===== config.mk =====
export PLATFORM = sky130hd
export DESIGN_NAME = custom_inputs_reader
export DESIGN_NICKNAME = d
export VERILOG_FILES = /design/src/rtl/custom_inputs_reader.sv
export SDC_FILE = /design/constraint.sdc
export NUM_CORES = 1
export LEC_CHECK = 0
export CORE_ASPECT_RATIO = 1.2
export CORE_MARGIN = 1
export CORE_UTILIZATION = 58
export DETAILED_ROUTE_END_ITERATION = 8
export PLACE_DENSITY = 0.8
export SYNTH_ARGS = -nofsm -noshare
export SYNTH_HDL_FRONTEND = slang
export SYNTH_SLANG_ARGS = --single-unit

===== constraint.sdc =====
create_clock -name clk -period 5.13 [get_ports clk]
set_input_delay 1.539 -clock clk [delete_from_list [all_inputs] [get_ports clk]]
set_output_delay 1.539 -clock clk [all_outputs]
set_load 0.02 [all_outputs]

===== src/rtl/custom_inputs_reader.sv =====
// Avalon-MM slave that synchronises and debounces board buttons and switches,
// latches button presses, raises a maskable level irq and counts presses.
module custom_inputs_reader #(
  parameter int NUM_BUTTONS     = 4,
  parameter int NUM_SWITCHES    = 4,
  parameter int DEBOUNCE_CYCLES = 50000
) (
  input  logic                    clk,
  input  logic                    reset,
  input  logic [1:0]              avs_s0_address,
  input  logic                    avs_s0_read,
  output logic [31:0]             avs_s0_readdata,
  input  logic                    avs_s0_write,
  input  logic [31:0]             avs_s0_writedata,
  output logic                    irq,
  input  logic [NUM_BUTTONS-1:0]  buttons_in,
  input  logic [NUM_SWITCHES-1:0] switches_in
);

  localparam int NB = NUM_BUTTONS;
  localparam int NI = NUM_BUTTONS + NUM_SWITCHES;
  localparam int CW = $clog2(DEBOUNCE_CYCLES);
  localparam logic [NI-1:0] RST_VAL = {{NUM_SWITCHES{1'b0}}, {NUM_BUTTONS{1'b1}}};
  localparam logic [CW-1:0] CNT_MAX = CW'(DEBOUNCE_CYCLES - 1);

  logic [NI-1:0] raw_s, meta_r, sync_r, stable_r, stable_next_s;
  logic [CW-1:0] cnt_r [NI];
  logic [CW-1:0] cnt_next_s [NI];
  logic [NB-1:0] edge_r, edge_next_s, mask_r, mask_next_s, press_s;
  logic [31:0]   count_r, count_next_s, press_cnt_s, data_word_s, readdata_next_s, readdata_r;
  logic          irq_r;
  logic          wdata_unused_s;

  assign raw_s           = {switches_in, buttons_in};
  assign wdata_unused_s  = ^avs_s0_writedata;
  assign avs_s0_readdata = readdata_r;
  assign irq             = irq_r;

  // Per-bit debounce: a change is accepted only after DEBOUNCE_CYCLES consecutive differing samples
  always_comb begin
    stable_next_s = stable_r;
    for (int i = 0; i < NI; i++) begin
      cnt_next_s[i] = {CW{1'b0}};
      if (sync_r[i] == stable_r[i]) begin
        cnt_next_s[i] = {CW{1'b0}};
      end else if (cnt_r[i] == CNT_MAX) begin
        stable_next_s[i] = sync_r[i];
        cnt_next_s[i]    = {CW{1'b0}};
      end else begin
        cnt_next_s[i] = cnt_r[i] + CW'(1'b1);
      end
    end
  end

  // Press detection (stable 1->0) and the number of buttons pressing this cycle
  always_comb begin
    press_s     = stable_r[NB-1:0] & ~stable_next_s[NB-1:0];
    press_cnt_s = 32'd0;
    for (int i = 0; i < NB; i++) begin
      press_cnt_s = press_cnt_s + 32'(press_s[i]);
    end
  end

  // Register writes; a press in the same cycle as a clear keeps the flag set
  always_comb begin
    edge_next_s  = edge_r;
    mask_next_s  = mask_r;
    count_next_s = count_r + press_cnt_s;
    if (avs_s0_write) begin
      case (avs_s0_address)
        2'd1:    edge_next_s  = edge_r & ~avs_s0_writedata[NB-1:0];
        2'd2:    mask_next_s  = avs_s0_writedata[NB-1:0];
        2'd3:    count_next_s = press_cnt_s;
        default: edge_next_s  = edge_r;
      endcase
    end else begin
      edge_next_s = edge_r;
    end
    edge_next_s = edge_next_s | press_s;
  end

  // Read mux sampled from pre-write register values; readdata holds when idle
  always_comb begin
    data_word_s                        = 32'd0;
    data_word_s[NB-1:0]                = ~stable_r[NB-1:0];
    data_word_s[16 +: NUM_SWITCHES]    = stable_r[NI-1:NB];
    readdata_next_s                    = readdata_r;
    if (avs_s0_read) begin
      case (avs_s0_address)
        2'd0:    readdata_next_s = data_word_s;
        2'd1:    readdata_next_s = 32'(edge_r);
        2'd2:    readdata_next_s = 32'(mask_r);
        2'd3:    readdata_next_s = count_r;
        default: readdata_next_s = 32'd0;
      endcase
    end else begin
      readdata_next_s = readdata_r;
    end
  end

  // State registers with synchronous reset
  always_ff @(posedge clk) begin
    if (reset) begin
      meta_r     <= RST_VAL;
      sync_r     <= RST_VAL;
      stable_r   <= RST_VAL;
      for (int i = 0; i < NI; i++) cnt_r[i] <= {CW{1'b0}};
      edge_r     <= {NB{1'b0}};
      mask_r     <= {NB{1'b0}};
      count_r    <= 32'd0;
      readdata_r <= 32'd0;
      irq_r      <= 1'b0;
    end else begin
      meta_r     <= raw_s;
      sync_r     <= meta_r;
      stable_r   <= stable_next_s;
      for (int i = 0; i < NI; i++) cnt_r[i] <= cnt_next_s[i];
      edge_r     <= edge_next_s;
      mask_r     <= mask_next_s;
      count_r    <= count_next_s;
      readdata_r <= readdata_next_s;
      irq_r      <= |(edge_r & mask_r);
    end
  end

endmodule


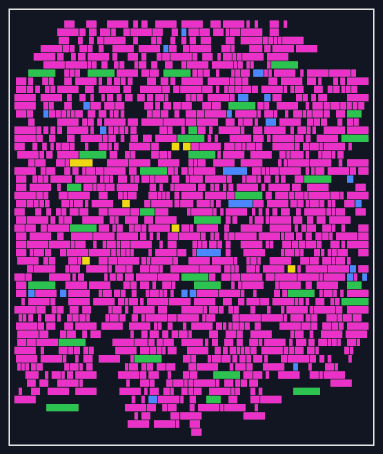
**Above:** cells by drive strength.
Scale: 3 px per um.
x2: shown in blue, cells 24. x1 and smaller: shown in magenta, cells 1,099. x3 and x4: shown in yellow, cells 7. x6 and larger: shown in green, cells 30.
Non-clk bufs: 55
final worst slack: 0.7273 ns
fin area: 0.01117 mm^2
Area Overhead vs Synth: 13.36%

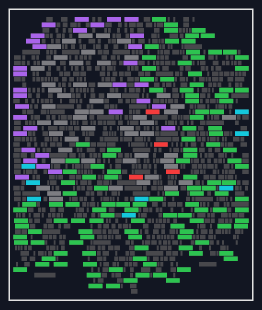
**Above:** sequential cells grouped by signal name.
Scale: 2 px per um. Other sequential cells in the stronger grey, the rest of the logic in the fainter grey.
avs_s0_readdata: shown in purple, sequential cells 32. cnt_r: shown in green, sequential cells 128, where widely spread. edge_r: shown in red, sequential cells 4, where centre. meta_r: shown in cyan, sequential cells 8.
Another 53 sequential cells are not coloured.

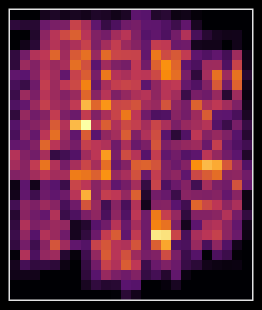
**Above:** wiring heat map.
Scale: 2 px per um. 24 x 29 tiles, from black (low) to pale yellow (high), scaled to the fullest tile. Values are wire area over tile area, all layers added.
The fullest tile reaches 0.56. The mean over all tiles is 0.18. 11% of the tiles are nearly empty. The densest ninth of the die: centre. 19% of the tiles are over half the peak.

==> results.cfg <==
; physical design summary
[power_and_ir_drop]
p_leak_uw = 0.003592
peakVddDrop_mv = 0.3235
seq_power_share = 0.511
share_comb_of_total_power = 0.024

[floorplan]
die_w_um = 121.0

[synth]
ys_cells = 1117
synth-simple-area-share = 0.2844
ys_seq_frac = 0.4570
postSynth.asyncResetShare = 0
synthFlopType = dfxtp_1
avgSynthCellArea_um2 = 8.823

[status]
status = complete, no violations

[cts]
clkTransAtPathRegs_ns = 0.06
cts_hold_buf = 0
clockBufferDepth = 3
cts_tree = done
cts_buffers = 23
cts_resized = 0
insertion_delay_ns = 0.51

[worst_setup_path]
cp_max_fo = 8
slowest_delay_ns = 0.55
endpoint_kind = flop
crit_slowest_cell = fa_1
critPathKind = reg2reg

[layout]
seq_area_mm2 = 0.004504
instances_no_fill = 1372
final_nets = 1207

[timing]
report.final.slew_viol_count = 0
hold_viol_final = 0
min_period_ns = 4.403

[placed_design]
dpl_worst_slack_ns = 0.7986
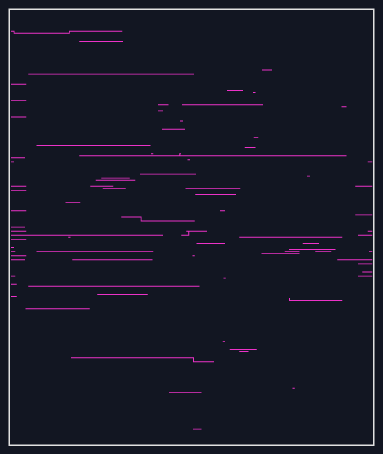
**Above:** metal 3.
Scale: 3 px per um.
The layer carries 911 um of wire. The wires run mostly horizontal. 62 nets have wire on it.
M3 GR Usage: 0.03644
routed via count: 7,809
Routed WL: 19,710 um

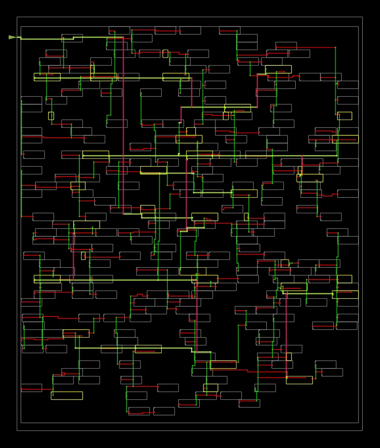
**Above:** the clock network.
P_clk: 1610 uW
CTS sink cnt: 225
Setup Skew: 0.01828 ns

[per-layer routing]
metal | global-route usage | vias to the layer above | wire length, um
met5 | 0 | - | 0
met4 | 0.06628 | 0 | 319
met3 | 0.03644 | 26 | 910
met2 | 0.3871 | 134 | 9475
met1 | 0.2901 | 3671 | 9001
li1 | - | 3978 | -
[cells in the final DEF, fill, tap and decap left out, types with 19 or more instances in the layout]
| cell | Yosys | layout |
|---|---|---|
| a21oi_1 | 66 | 66 |
| and3_1 | 19 | 19 |
| clkbuf_16 | 0 | 23 |
| clkdlybuf4s50_1 | 0 | 48 |
| dfxtp_1 | 225 | 225 |
| inv_1 | 37 | 37 |
| nand2_1 | 49 | 49 |
| nand2b_1 | 28 | 28 |
| nand3_1 | 73 | 73 |
| nand4_1 | 39 | 39 |
| nor2_1 | 162 | 162 |
| nor3_1 | 28 | 28 |
| nor4_1 | 27 | 27 |
| o21ai_0 | 20 | 20 |
| xnor2_1 | 82 | 82 |
| xor2_1 | 36 | 36 |
[through the flow]
step           utilization  hold WS, ns
2_1_floorplan            -       0.3895
3_3_place_gp        0.6370       0.3950
3_5_place_dp        0.6370       0.3944
4_1_cts             0.6812       0.4085
5_1_grt             0.6812       0.4280
6_report            0.6812       0.4077
[layout make-up]
type	instances	area share
tap	212	0.02374
clock buffer	32	0.05902
multi-input combinational	804	0.4484
inverter	37	0.01243
timing repair buffer	55	0.04726
clock inverter	7	0.005936
sequential	225	0.4032
[sequential cells by signal (all words and copies together) (netlist names)]
signal / cells
avs_s0_readdata: 32
mask_r: 4
count_r: 32
irq: 1
meta_r: 8
edge_r: 4
cnt_r: 128
stable_r: 8
sync_r: 8
[synth_stat cells, drive strengths merged, types with 17 or more instances]
library cell and number:
clkbuf 41, nand2b 28, inv 37, nand3 73, nor3 28, and3 19
a21oi 66, or4 17, nand4 40, nor2 162, xor2 36, dfxtp 225
o21ai 20, nand2 49, nor4 27, xnor2 82
[cells by family (layout without fill, tap and decap cells)]
logic type	Yosys count	count (layout)
AOI/OAI and AO/OA	129	129
adders and majority gates	15	15
DFF	225	225
xor gates and xnor gates	118	118
buffers and inverters	88	131
and+or+nand+nor	527	527
muxes	15	15
[path summary, 6_finish.rpt]
kind,startpoint,end,slack [ns],cells after the start
min,meta_r[3],sync_r[3],0.41,1
max,cnt_r[0][0],count_r[30],0.73,15
max reg2reg,cnt_r[0][0],count_r[30],0.73,15
min reg2reg,meta_r[3],sync_r[3],0.41,1
[worst max-delay path: cells and delay by family (launching register included)]
kind | cells | cell delay, ns
AOI/OAI and AO/OA | 2 | 0.46
adders and majority gates | 5 | 1.71
buffers and inverters | 3 | 0.29
DFF | 1 | 0.37
and+or+nand+nor | 5 | 1.51
[power by group through the flow]
| stage | combinational [uW] | clock (uW) | sequential, uW |
|---|---|---|---|
| global route | 90.8 | 1720 | 1770 |
| detailed placement | 82.0 | 0 | 1800 |
| global placement | 81.8 | 0 | 1800 |
| floorplan | 51.9 | 0 | 1800 |
| CTS | 82.8 | 1640 | 1760 |
| finish | 82.2 | 1610 | 1770 |
Power figures rest on the tool's default switching activity, not on a simulated workload.
